===== config.mk =====
export PLATFORM = sky130hd
export DESIGN_NAME = aud_recorder_flat
export DESIGN_NICKNAME = d
export VERILOG_FILES = /design/src/rtl/aud_recorder_if.sv /design/src/rtl/aud_recorder.sv /design/src/flat_wrapper.sv
export SDC_FILE = /design/constraint.sdc
export NUM_CORES = 1
export LEC_CHECK = 0
export ABC_CLOCK_PERIOD_IN_PS = 3400
export CAP_MARGIN = 20
export CORE_MARGIN = 5
export CORE_UTILIZATION = 30
export CTS_CLUSTER_DIAMETER = 120
export DETAILED_ROUTE_END_ITERATION = 10
export PLACE_DENSITY = 0.56
export SYNTH_ARGS = -nofsm -noshare
export SYNTH_HDL_FRONTEND = slang
export SYNTH_SLANG_ARGS = --single-unit

===== constraint.sdc =====
create_clock -name i_clk -period 3.4 [get_ports i_clk]
set_input_delay 0.51 -clock i_clk [delete_from_list [all_inputs] [get_ports i_clk]]
set_output_delay 0.51 -clock i_clk [all_outputs]
set_load 0.02 [all_outputs]

===== src/rtl/aud_recorder_if.sv =====
// SRAM write port driven by the audio recorder.
interface aud_recorder_if #(
  parameter int unsigned DATA_W = 16,
  parameter int unsigned ADDR_W = 20
);
  logic [ADDR_W-1:0] sram_addr;
  logic [DATA_W-1:0] sram_data;
  logic              sram_we;

  modport master (output sram_addr, output sram_data, output sram_we);
  modport slave  (input  sram_addr, input  sram_data, input  sram_we);
endinterface


===== src/rtl/aud_recorder.sv =====
// I2S left-channel recorder: captures one DATA_W-bit left sample per LRC
// period and writes it to consecutive SRAM words, with pause/resume/stop.
module aud_recorder #(
  parameter int unsigned DATA_W = 16,
  parameter int unsigned ADDR_W = 20
) (
  input  logic              i_clk,
  input  logic              i_rst,
  input  logic              i_start,
  input  logic              i_pause,
  input  logic              i_stop,
  input  logic              i_lrc,
  input  logic              i_data,
  aud_recorder_if.master    sram,
  output logic [ADDR_W-1:0] o_stop_addr,
  output logic              o_fin,
  output logic [2:0]        o_state
);
  localparam int unsigned      CNT_W    = (DATA_W > 1) ? $clog2(DATA_W) : 1;
  localparam logic [CNT_W-1:0] LAST_BIT = CNT_W'(DATA_W - 1);

  typedef enum logic [2:0] {
    ST_IDLE  = 3'd0,
    ST_WAIT  = 3'd1,
    ST_SHIFT = 3'd2,
    ST_WRITE = 3'd3,
    ST_PAUSE = 3'd4
  } state_t;

  state_t            state_q, state_d;
  logic [ADDR_W-1:0] addr_q;
  logic [DATA_W-1:0] shift_q;
  logic [DATA_W-1:0] data_q;
  logic [CNT_W-1:0]  cnt_q;
  logic              lrc_prev;
  logic              frame_start;
  logic              addr_clr, addr_inc, cnt_clr, shift_en, load_data, end_rec, we;

  assign frame_start = lrc_prev & ~i_lrc;

  // Delayed LRC for detecting the start of a left-channel frame.
  always_ff @(posedge i_clk or posedge i_rst) begin
    if (i_rst) lrc_prev <= 1'b0;
    else       lrc_prev <= i_lrc;
  end

  // FSM state register.
  always_ff @(posedge i_clk or posedge i_rst) begin
    if (i_rst) state_q <= ST_IDLE;
    else       state_q <= state_d;
  end

  // Next-state and datapath control; stop outranks pause outranks start.
  always_comb begin
    state_d   = state_q;
    addr_clr  = 1'b0;
    addr_inc  = 1'b0;
    cnt_clr   = 1'b0;
    shift_en  = 1'b0;
    load_data = 1'b0;
    end_rec   = 1'b0;
    we        = 1'b0;
    case (state_q)
      ST_IDLE: begin
        if (i_start && !i_stop) begin
          addr_clr = 1'b1;
          state_d  = ST_WAIT;
        end
      end
      ST_WAIT: begin
        if (i_stop) begin
          end_rec = 1'b1;
          state_d = ST_IDLE;
        end else if (i_pause) begin
          state_d = ST_PAUSE;
        end else if (frame_start) begin
          // This cycle is the I2S one-bit delay; sampling begins next cycle.
          cnt_clr = 1'b1;
          state_d = ST_SHIFT;
        end
      end
      ST_SHIFT: begin
        if (i_stop) begin
          end_rec = 1'b1;
          state_d = ST_IDLE;
        end else if (i_pause) begin
          state_d = ST_PAUSE;
        end else begin
          shift_en = 1'b1;
          if (cnt_q == LAST_BIT) begin
            load_data = 1'b1;
            state_d   = ST_WRITE;
          end
        end
      end
      ST_WRITE: begin
        // Strobe is gated by i_stop in the same cycle so a stop cancels the write.
        if (i_stop) begin
          end_rec = 1'b1;
          state_d = ST_IDLE;
        end else begin
          we = 1'b1;
          if (addr_q == '1) begin
            end_rec = 1'b1;
            state_d = ST_IDLE;
          end else begin
            addr_inc = 1'b1;
            state_d  = i_pause ? ST_PAUSE : ST_WAIT;
          end
        end
      end
      ST_PAUSE: begin
        if (i_stop) begin
          end_rec = 1'b1;
          state_d = ST_IDLE;
        end else if (!i_pause && i_start) begin
          state_d = ST_WAIT;
        end
      end
      default: state_d = ST_IDLE;
    endcase
  end

  // Address, shift register, bit counter, sample and end-of-recording registers.
  always_ff @(posedge i_clk or posedge i_rst) begin
    if (i_rst) begin
      addr_q      <= '0;
      shift_q     <= '0;
      cnt_q       <= '0;
      data_q      <= '0;
      o_stop_addr <= '0;
      o_fin       <= 1'b0;
    end else begin
      o_fin <= end_rec;
      if (end_rec)       o_stop_addr <= addr_q;
      if (addr_clr)      addr_q      <= '0;
      else if (addr_inc) addr_q      <= addr_q + ADDR_W'(1);
      if (cnt_clr)       cnt_q       <= '0;
      else if (shift_en) cnt_q       <= cnt_q + CNT_W'(1);
      if (shift_en)      shift_q     <= {shift_q[DATA_W-2:0], i_data};
      if (load_data)     data_q      <= {shift_q[DATA_W-2:0], i_data};
    end
  end

  assign sram.sram_we   = we;
  assign sram.sram_addr = addr_q;
  assign sram.sram_data = data_q;
  assign o_state        = state_q;
endmodule

===== src/flat_wrapper.sv =====
// flat-port wrapper written by rule: the top's interface ports become plain ports
module aud_recorder_flat 
#(
  parameter int unsigned DATA_W = 16,
  parameter int unsigned ADDR_W = 20
)
  (i_clk, i_rst, i_start, i_pause, i_stop, i_lrc, i_data, o_stop_addr, o_fin, o_state, sram_sram_addr, sram_sram_data, sram_sram_we);
  aud_recorder_if #(.DATA_W(DATA_W), .ADDR_W(ADDR_W)) sram_i ();
  input  logic i_clk;
  input  logic i_rst;
  input  logic i_start;
  input  logic i_pause;
  input  logic i_stop;
  input  logic i_lrc;
  input  logic i_data;
  output logic [ADDR_W-1:0] o_stop_addr;
  output logic o_fin;
  output logic [2:0] o_state;
  output wire logic [$bits(sram_i.sram_addr)-1:0] sram_sram_addr;
  output wire logic [$bits(sram_i.sram_data)-1:0] sram_sram_data;
  output wire logic [$bits(sram_i.sram_we)-1:0] sram_sram_we;
  assign sram_sram_addr = sram_i.sram_addr;
  assign sram_sram_data = sram_i.sram_data;
  assign sram_sram_we = sram_i.sram_we;
  aud_recorder #(.DATA_W(DATA_W), .ADDR_W(ADDR_W)) u_core (.i_clk(i_clk), .i_rst(i_rst), .i_start(i_start), .i_pause(i_pause), .i_stop(i_stop), .i_lrc(i_lrc), .i_data(i_data), .sram(sram_i), .o_stop_addr(o_stop_addr), .o_fin(o_fin), .o_state(o_state));
endmodule

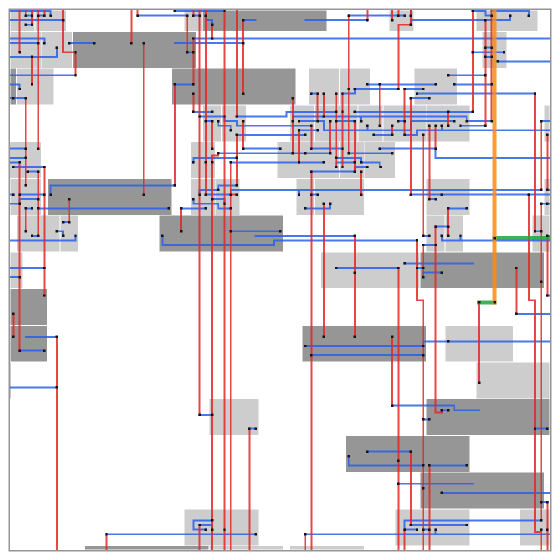
Run 1: layout detail
Window x 40 to 80, y 16 to 56 um. Cells in gray, sequential cells in the stronger gray; small squares are vias.
Green stands for met3. Orange stands for met4. Red stands for met2. Blue stands for met1.
Most frequent: dfrtp_1 (10), nand3_1 (5). Netlist names of flops here include u_core.sram.sram_addr (5), u_core.o_state (2), u_core.o_stop_addr (2). 50 logic cells have their middle in the window. Sequential cells in the window: 10.

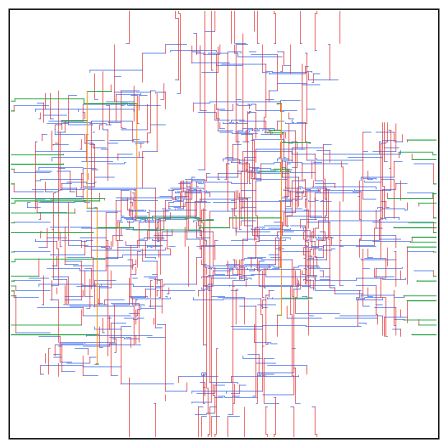
Run 1: wiring by layer
Orange stands for met4, wire length 167 um. Red stands for met2, wire length 3550 um. Green stands for met3, wire length 507 um. Blue stands for met1, wire length 3580 um.
routed len/inst: 15.40 um
Total Wirelength: 7809 um
GRT Util Overall: 11.73%
Via Count: 2448

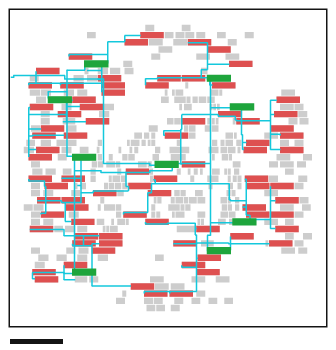
Run 1: clock wires, drivers and flops
Scale bar: 20 um.
Green stands for cells driving clock nets, count 9. Cyan stands for clock wires, length 1120 um. Red stands for flip-flops, count 80.
There are 10 routed clock nets.
Clk network pwr share: 41.3%
Clock Skew: 0.008422 ns
Clock net power: 0.000923 W
worst skew pair latency: 0.34 ns

==> reports/summary.txt, run 1 <==
status: finished, final reports clean
Max Slew Vio Count: 0
cts hold-fix bufs: 0
Final period util: 80.87%
Starting Density: 30.29%
slew margin rel.: 34.33%
Cells after Synth: 288
grt total ovfl: 0
setup bufs post-CTS: 0
Worst setup EP type: output port
Post-Syn Nets: 297
Post-synth EDFFs: 0
die width: 119.7 um
Area Overhead vs Synth: 30.58%
ys flops: 80
CP max FO: 9
vias in the first global route: 2560
largest net degree at the start of global routing: 42
clock slew seen by the registers of the worst setup and hold paths: 0.05 ns
first-pass GRT wire length: 13280 um
PortBufs: 67
diodes inserted: 0
WHS Endpoint: u_core.sram.sram_data[15]$_DFFE_PP0P_
clk buf depth: 2
Critical Path Most Common Cell: clkdlybuf4s50_1
r2r setup slk: 0.89 ns
Synth Seq Share: 55.48%
CP max-delay cell: clkdlybuf4s50_1
Final min period: 2.750 ns
CP cell instances: clkdlybuf4s50_1, nor4bb_1, buf_4, clkdlybuf4s50_1
1st-iter DRT viols: 63
total tool warning count: 26
maximum level of the CTS H-tree: 3
Critical Path AT: 2.24 ns
Pwr Density: 473.5 mW/mm2
Hold Vio Cnt, Final: 0
reg2reg start: u_core.sram.sram_addr[15]$_DFFE_PP0P_
Reg area: 0.002002 mm2
leading area contributor after synthesis: dfrtp_1
Pleak: 2.138 nW
fmax: 363.7 MHz
clock sink count: 80
Synth area leaders: dfrtp_1 (55%), mux2_2 (9.7%), mux2_4 (7.9%)
1st-pass router iterations: 4
chip area in the Yosys report: 0.003608 mm2
maxcap violations: 0
Worst-Margin Slew: 0.9828 ns
post-CTS sizing: 0
worst hold stages: 1
clock root cell: clkbuf_16
ANT nets after route: 0
Filler Cell Count: 1186
MI comb area: 0.001499 mm2
Max-area cell share: 55.48%
startpoint types: input port
count of final setup violators: 0
synthesized area: 0.003608 mm2
## run 1: power by group
part	switching, W	internal (W)
registers	0.0000441	0.000981
clock network	0.000369	0.000554
logic	0.000161	0.000123
## run 1: routing by layer
metal  vias up  share of wire [%]  global-route usage [%]
met2        60                 45                   17.97
met1      1207                 46                   14.71
met4         0                2.1                   5.655
met5         -                  0                       0
met3        13                6.5                   4.194
li1       1168                  -                       -
## run 1: layout make-up
cell class                      instances  area share, %
Tap cell                              147          3.903
Multi-Input combinational cell        186          31.81
Inverter                                7         0.5842
Sequential cell                        80          42.49
Clock buffer                           14          5.815
Clock inverter                          2         0.2655
Timing Repair Buffer                   71          15.14
## run 1: flip-flops by register name, indices dropped and copies added (netlist names)
name                   flops
u_core.o_state             3
u_core.lrc_prev            1
u_core.cnt_q               4
u_core.o_stop_addr        20
u_core.shift_q            15
u_core.sram.sram_data     16
u_core.sram.sram_addr     20
u_core.o_fin               1
## run 1: placed cells by master (no fill, tap or decap), types with 2 or more instances in the layout
cell type / Yosys / layout
a211oi_1: 2 / 2
a21oi_1: 6 / 6
and2_1: 2 / 2
and3_1: 5 / 5
and4_1: 4 / 4
buf_4: 1 / 3
clkbuf_1: 6 / 2
clkbuf_16: 0 / 9
clkbuf_8: 0 / 3
clkdlybuf4s50_1: 0 / 67
clkinv_2: 0 / 2
dfrtp_1: 80 / 80
ha_1: 2 / 2
inv_1: 7 / 6
mux2_2: 31 / 31
mux2_4: 19 / 19
mux2i_1: 2 / 2
nand2_1: 13 / 13
nand3_1: 12 / 12
nand4_1: 3 / 3
nor2_1: 20 / 20
nor2b_1: 3 / 3
nor3_1: 2 / 2
nor4_1: 4 / 4
nor4b_1: 2 / 2
o2111ai_1: 2 / 2
o211ai_1: 2 / 2
o21a_1: 2 / 2
o21ai_0: 15 / 15
o31ai_1: 3 / 3
or2_2: 2 / 2
or3_1: 3 / 3
xnor2_1: 7 / 7
xor2_1: 6 / 6
## run 1: worst max-delay path by stage
stage | start | cells after the start | endpoint
2_1_floorplan | i_rst | 1 | u_core.cnt_q[0]$_DFFE_PP0P_
3_3_place_gp | i_stop | 6 | u_core.sram.sram_data[11]$_DFFE_PP0P_
3_5_place_dp | i_stop | 6 | u_core.sram.sram_data[4]$_DFFE_PP0P_
4_1_cts | i_stop | 4 | sram_sram_we
5_1_grt | i_stop | 4 | sram_sram_we
6_report | i_stop | 4 | sram_sram_we
## run 1: critical path, delay by kind of cell
| family | cells | cell delay, ns |
|---|---|---|
| AND/OR/NAND/NOR | 1 | 0.34 |
| buffers and inverters | 3 | 1.38 |
## run 1: kinds of logic after synthesis
| family | share of synthesized area, % |
|---|---|
| simple gates | 12.66 |
| mux | 18.13 |
| compound gates | 6.692 |
| xor+xnor | 3.155 |
| fa+ha+maj | 0.6934 |
| buf+inv | 3.190 |
| flops | 55.48 |
## run 1: stage by stage
step,power [W],area (um2),util (%),setup slack [ns],cells
floorplan,0.001243,3608,-,0.8383,288
global placement,0.001324,4425,37.15,0.5808,491
detailed placement,0.001332,4425,37.15,0.5184,491
CTS,0.002271,4712,39.56,0.6392,507
global route,0.002337,4712,39.56,0.5709,507
finish,0.002231,4712,39.56,0.6503,507
--- run 2 (diff from run 1) ---
Settings changed: ABC_CLOCK_PERIOD_IN_PS 3400 to 2650.
Clock period 3.4 ns to 2.65 ns, I/O delays scaled along.
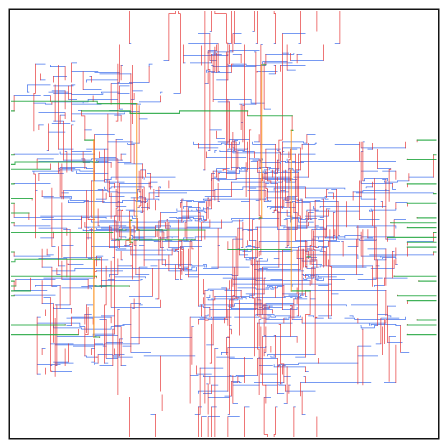
Run 2: wiring by layer
Total Wirelength: 8080 um
GRT Util Overall: 11.94%
Via Count: 2532

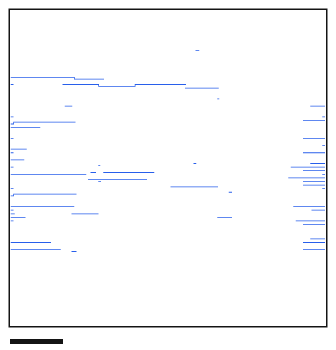
Run 2: M3 wires
Scale bar: 20 um.
The layer holds 6.1% of the routed length. 47 nets have wire on it. The wires run mostly horizontal.
met3 capacity usage during global routing: 4.053%

==> run 2 against run 1 <==
Core utilization grew 0.92 points. Sequential share of layout area down 0.97 points. Final cell count grew 3.4%. Global-route usage up 0.21 points. Synthesized cell count is the same. Largest power group unchanged. Highest routed layer unchanged.
==> reports/summary.txt, run 2 <==
Critical Path AT: 2.07 ns
switching share of power: 26.06%
r2r setup slk: 0.32 ns
vias in the first global route: 2707
Max-area cell share: 55.48%
PortBufs: 67
core footprint: 0.01191 mm2
synthesized area: 0.003608 mm2
DIE HEIGHT: 119.7 um
most numerous logic cell after layout: dfrtp_1
Starting Density: 30.29%
Post-Syn Nets: 297
Worst-Margin Slew: 0.5170 ns
Post-synth EDFFs: 0
combinational share of power: 14.3%
diodes inserted: 0
Final period util: 93.26%
startpoint types: input port
clock root cell: clkbuf_16
share of layout cells above drive strength 1: 24.14%
Worst setup EP type: output port
Max VDD drop: 0.2860 mV
maxcap violations: 0
status: finished, final reports clean
cts hold-fix bufs: 0
Sw Pwr: 0.0007280 W
total tool warning count: 26
met2 track demand over resource: 18.54%
Hold Vio Cnt, Final: 0
Worst setup startpoint: i_stop
Finished Core Util: 40.48%
maximum level of the CTS H-tree: 3
Final min period: 2.471 ns
Pint: 0.002066 W
grt total ovfl: 0
Main synth FF type: dfrtp_1
CP cell instances: clkdlybuf4s50_1, buf_4, nor4bb_1, buf_4, clkdlybuf4s50_1
distinct lib cells: 44
post-CTS sizing: 0
fmax: 404.6 MHz
GRT busiest layer: met2
1st-pass router iterations: 4
CP max FO: 8
ANT nets after route: 0
Synth Seq Share: 55.48%
critical path's largest stage delay: 0.62 ns
die width: 119.7 um
Max Slew Vio Count: 0
worst skew pair latency: 0.34 ns
synthesized area per cell: 12.53 um2
count of final setup violators: 0
1st-iter DRT viols: 90
most frequent cells in the layout: dfrtp_1 (80), clkdlybuf4s50_1 (67), mux2_2 (31), nor2_1 (20), buf_4 (20)
Filler Cell Count: 1163
largest net degree at the start of global routing: 42
slew margin rel.: 65.53%
Setup Slack @ Placement: 0.1173 ns
setup bufs post-CTS: 0
Synth area leaders: dfrtp_1 (55%), mux2_2 (9.7%), mux2_4 (7.9%)
end point of the critical path: sram_sram_we
share of total power in sequential cells: 46.8%
GR Layer Usage met1: 14.85%
clk buf depth: 2
worst reg2reg endpoint: u_core.o_stop_addr[7]$_DFFE_PP0P_
Pleak: 2.214 nW
routed len/inst: 15.42 um
Cells after Synth: 288
Pwr Density: 579.3 mW/mm2
ys async rst share: 100.0%
Site Rows: 40
CP max-delay cell: clkdlybuf4s50_1
first-pass GRT wire length: 13630 um
reg2reg start: u_core.sram.sram_addr[8]$_DFFE_PP0P_
chip area in the Yosys report: 0.003608 mm2
clock sink count: 80
leading area contributor after synthesis: dfrtp_1
ys flops: 80
worst setup margin: 0.1787 ns
clock slew seen by the registers of the worst setup and hold paths: 0.05 ns
Area Overhead vs Synth: 33.63%
kind of critical path: in -> out
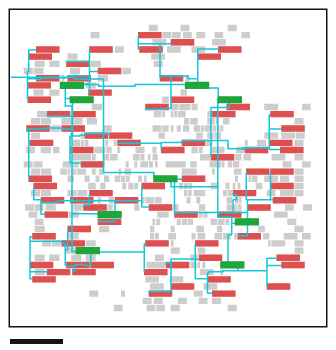
Run 2: clock wires, drivers and flops
Scale bar: 20 um.
Clock Skew: 0.004784 ns
Clock net power: 0.00109 W
Clk network pwr share: 38.9%

## run 2: cell families after synthesis
group,Yosys count,synth area share (%)
buf+inv,22,3.190
simple gates,81,12.66
fa+ha+maj,2,0.6934
flops,80,55.48
compound gates,38,6.692
xor+xnor,13,3.155
mux,52,18.13
## run 2: cell type report
| class | instances | area [um2] | share of cell area [%] |
|---|---|---|---|
| timing repair buffer | 89 | 860.8 | 17.85 |
| inverter | 7 | 27.53 | 0.5708 |
| tap | 147 | 183.9 | 3.814 |
| clock inverter | 1 | 5.005 | 0.1038 |
| sequential | 80 | 2002 | 41.52 |
| clock buffer | 14 | 244.0 | 5.060 |
| multi-input combinational | 186 | 1499 | 31.08 |
## run 2: worst min path at each step
| stage | from | endpoint | slack, ns |
|---|---|---|---|
| final | i_rst | u_core.shift_q[3]$_DFFE_PP0P_ | 0.37 |
| after global routing | i_rst | u_core.cnt_q[3]$_DFFE_PP0P_ | 0.41 |
| after CTS | i_rst | u_core.cnt_q[3]$_DFFE_PP0P_ | 0.37 |
| after detailed placement | u_core.o_stop_addr[8]$_DFFE_PP0P_ | u_core.o_stop_addr[8]$_DFFE_PP0P_ | 0.49 |
| after global placement | u_core.shift_q[14]$_DFFE_PP0P_ | u_core.sram.sram_data[15]$_DFFE_PP0P_ | 0.49 |
| after floorplan | i_lrc | u_core.lrc_prev$_DFF_PP0_ | 0.43 |
## run 2: power by group through the flow
stage	sequential (W)	combinational [W]	clock, W
floorplan	0.00133	0.000260	0
global placement	0.00133	0.000400	0
detailed placement	0.00133	0.000406	0
CTS	0.00131	0.000407	0.00113
global route	0.00131	0.000439	0.00118
finish	0.00131	0.000400	0.00109
## run 2: stage by stage
step                power, W  hold slack [ns]  instances  instance area [um2]
global placement    0.001726           0.4887        509                 4573
finish              0.002794           0.3675        524                 4822
floorplan           0.001594           0.4289        288                 3608
global route        0.002935           0.4095        524                 4822
detailed placement  0.001736           0.4918        509                 4573
CTS                 0.002840           0.3742        524                 4822
## run 2: critical path, delay by kind of cell
family	cells	cell delay, ns
buffers and inverters	4	1.42
and+or+nand+nor	1	0.26
## run 2: routing by layer
metal,routed length [um],vias to the layer above
met5,0,-
met4,184,0
met3,493,12
met2,3741,61
met1,3662,1263
li1,-,1196
--- run 3 (diff from run 2) ---
Settings changed: ABC_CLOCK_PERIOD_IN_PS 2650 to 2300, CELL_PAD_IN_SITES_DETAIL_PLACEMENT set to 1, CELL_PAD_IN_SITES_GLOBAL_PLACEMENT set to 1, PLACE_DENSITY 0.56 to 0.66.
Clock period 2.65 ns to 2.3 ns, I/O delays scaled along.
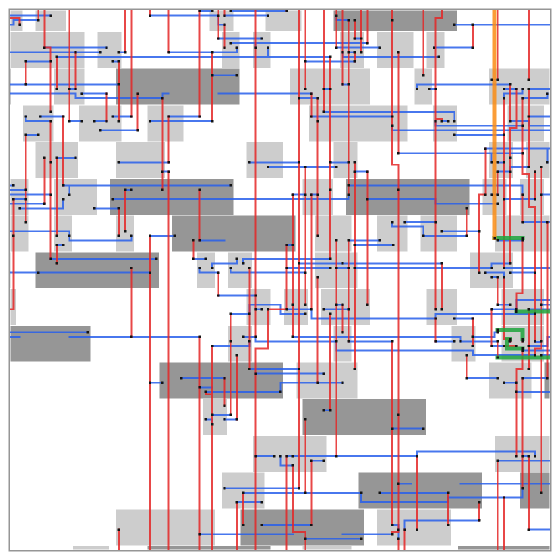
Run 3: layout detail
Window x 40 to 80, y 16 to 56 um. Cells in gray, sequential cells in the stronger gray; small squares are vias.
Red stands for met2. Orange stands for met4. Green stands for met3. Blue stands for met1.
Sequential cells in the window: 11. Most frequent: dfrtp_1 (11), o21ai_0 (7), buf_4 (7). 68 logic cells have their middle in the window. Netlist names of flops here include u_core.sram.sram_addr (4), u_core.cnt_q (3), u_core.o_stop_addr (3).

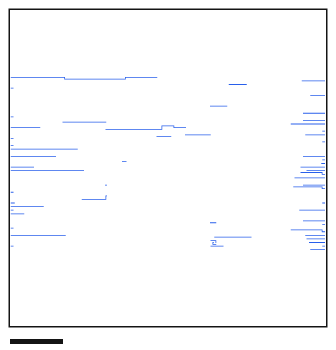
Run 3: M3 wires
Scale bar: 20 um.
Total Wirelength: 8676 um
met3 capacity usage during global routing: 4.100%
Via Count: 2647

==> run 3 against run 2 <==
Synthesized area unchanged. Non-clock buffer count increased by 12. Core utilization increased by 1.2 points. Die size unchanged. Largest cell class unchanged. Clock skew decreased by 0.0011 ns. Synthesized cell count unchanged. Combinational power increased by 28%. Global-route usage increased by 0.94 points. Hold slack improved by 0.12 ns. First-iteration DRC count increased by 50%. Sequential share of layout area decreased by 1.1 points.
==> reports/summary.txt, run 3 <==
status: finished, final reports clean
Tot Pwr: 0.003381 W
Filler Cell Count: 1293
grt total ovfl: 0
cts hold-fix bufs: 0
worst skew pair latency: 0.33 ns
MI comb area: 0.001499 mm2
1st-pass router iterations: 4
Synth Seq Share: 55.48%
ys async rst share: 100.0%
Pint: 0.002517 W
Worst-Margin Slew: 0.5270 ns
synthesized area: 0.003608 mm2
Max-area cell share: 55.48%
Sw Pwr: 0.0008644 W
Area Overhead vs Synth: 37.55%
most frequent cells in the layout: dfrtp_1 (76), clkdlybuf4s50_1 (66), mux2_2 (31), buf_4 (31), nor2_1 (20)
PortBufs: 67
kind of critical path: in -> reg
Worst setup EP type: flip-flop
synthesized area per cell: 12.53 um2
first-pass GRT wire length: 14980 um
chip area in the Yosys report: 0.003608 mm2
die width: 119.7 um
switching share of power: 25.57%
clock root cell: clkbuf_16
Max Slew Vio Count: 0
vias in the first global route: 2948
DIE HEIGHT: 119.7 um
ys flops: 80
diodes inserted: 0
distinct lib cells: 44
1st-iter DRT viols: 135
maximum level of the CTS H-tree: 3
clk buf depth: 2
startpoint types: input port
Pleak: 2.296 nW
clock sink count: 80
Final period util: 93.14%
Final min period: 2.142 ns
fmax: 466.8 MHz
leading area contributor after synthesis: dfrtp_1
Clk network pwr share: 40.9%
largest net degree at the start of global routing: 81
share of total power in sequential cells: 44.0%
Max VDD drop: 0.4587 mV
Hold Vio Cnt, Final: 0
Critical Path AT: 2.40 ns
CP max FO: 8
ANT nets after route: 0
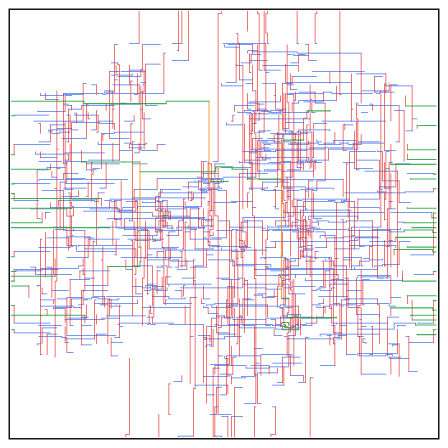
Run 3: wiring by layer
Orange stands for met4, wire length 90.4 um. Green stands for met3, wire length 478 um. Red stands for met2, wire length 4270 um. Blue stands for met1, wire length 3840 um.
routed len/inst: 16.16 um
GRT Util Overall: 12.89%

run 3: netlist changes by cell type in the layout (fill, tap and decap cells not counted):
cell,delta
dlygate4sd2_1,+1
buf_12,+1
dfrtp_2,+4
clkdlybuf4s50_1,-1
clkinv_2,+1
buf_4,+11
bufinv_16,+1
clkinvlp_4,+1
dfrtp_1,-4
clkbuf_1,-2
run 3: power by group through the flow:
stage	Clock, W	Sequential (W)	Combinational (W)
2_1_floorplan	0	0.00154	0.000300
3_3_place_gp	0	0.00151	0.000514
3_5_place_dp	0	0.00151	0.000526
4_1_cts	0.00143	0.00149	0.000526
5_1_grt	0.00149	0.00149	0.000568
6_report	0.00138	0.00149	0.000512
run 3: timing repair:
action                                  CTS  global route
buffers inserted                          0             0
hold endpoints to repair                  0             0
gates resized                             1             0
endpoints found under the setup margin    1             0
run 3: layer usage:
metal | GRT usage (%) | part of all wire (%) | up-vias
met1 | 15.58 | 44 | 1349
li1 | - | - | 1224
met5 | 0 | 0 | -
met2 | 22.07 | 49 | 66
met3 | 4.100 | 5.5 | 8
met4 | 3.651 | 1.0 | 0
run 3: worst paths after layout:
| path | from | endpoint | slack, ns | cells after the start |
|---|---|---|---|---|
| setup / recovery | i_stop | u_core.sram.sram_addr[9]$_DFFE_PP0P_ | 0.16 | 8 |
| hold / removal | i_rst | u_core.o_stop_addr[1]$_DFFE_PP0P_ | 0.49 | 3 |
| setup reg to reg | u_core.sram.sram_addr[16]$_DFFE_PP0P_ | u_core.o_stop_addr[9]$_DFFE_PP0P_ | 0.17 | 6 |
| hold reg to reg | u_core.shift_q[14]$_DFFE_PP0P_ | u_core.shift_q[14]$_DFFE_PP0P_ | 0.51 | 1 |
| max in group asynchronous | i_rst | u_core.sram.sram_addr[15]$_DFFE_PP0P_ | 1.48 | 3 |
| min in group i_clk | i_lrc | u_core.lrc_prev$_DFF_PP0_ | 0.50 | 1 |
run 3: worst max-delay path: stages:
cell	delay, ns
clkdlybuf4s50_1	0.43
buf_4	0.15
nor4bb_1	0.28
buf_4	0.19
and4_1	0.27
o21ai_1	0.20
or3_1	0.39
a21oi_1	0.15
run 3: layout make-up:
class	instances	share of cell area (%)
clock buffers	12	4.764
clock inverters	4	0.9075
inverters	7	0.6050
multi-input cells	186	30.20
flip-flops and latches	80	40.43
well taps	147	3.706
repair buffers	101	19.38
run 3: cells by family (layout without fill, tap and decap cells):
logic type               after synthesis  after routing  synth area share [%]
AND-OR/OR-AND                         38             38                 6.692
XOR/XNOR                              13             13                 3.155
adder cells (fa/ha/maj)                2              2                0.6934
buffers and inverters                 22            124                 3.190
flip-flops                            80             80                 55.48
multiplexers                          52             52                 18.13
AND/OR/NAND/NOR                       81             81                 12.66
run 3: stage by stage:
step / setup WS [ns] / instance area [um2] / std cells / utilization (%) / hold WS, ns
3_3_place_gp: -0.1759 / 4683 / 521 / 39.32 / 0.4936
3_5_place_dp: -0.1973 / 4683 / 521 / 39.32 / 0.4953
6_report: 0.1579 / 4964 / 537 / 41.67 / 0.4914
5_1_grt: 0.007703 / 4964 / 537 / 41.67 / 0.5021
4_1_cts: 0.1588 / 4964 / 537 / 41.67 / 0.4930
2_1_floorplan: 0.01188 / 3617 / 288 / - / 0.3764
Power and IR drop assume default switching activity.
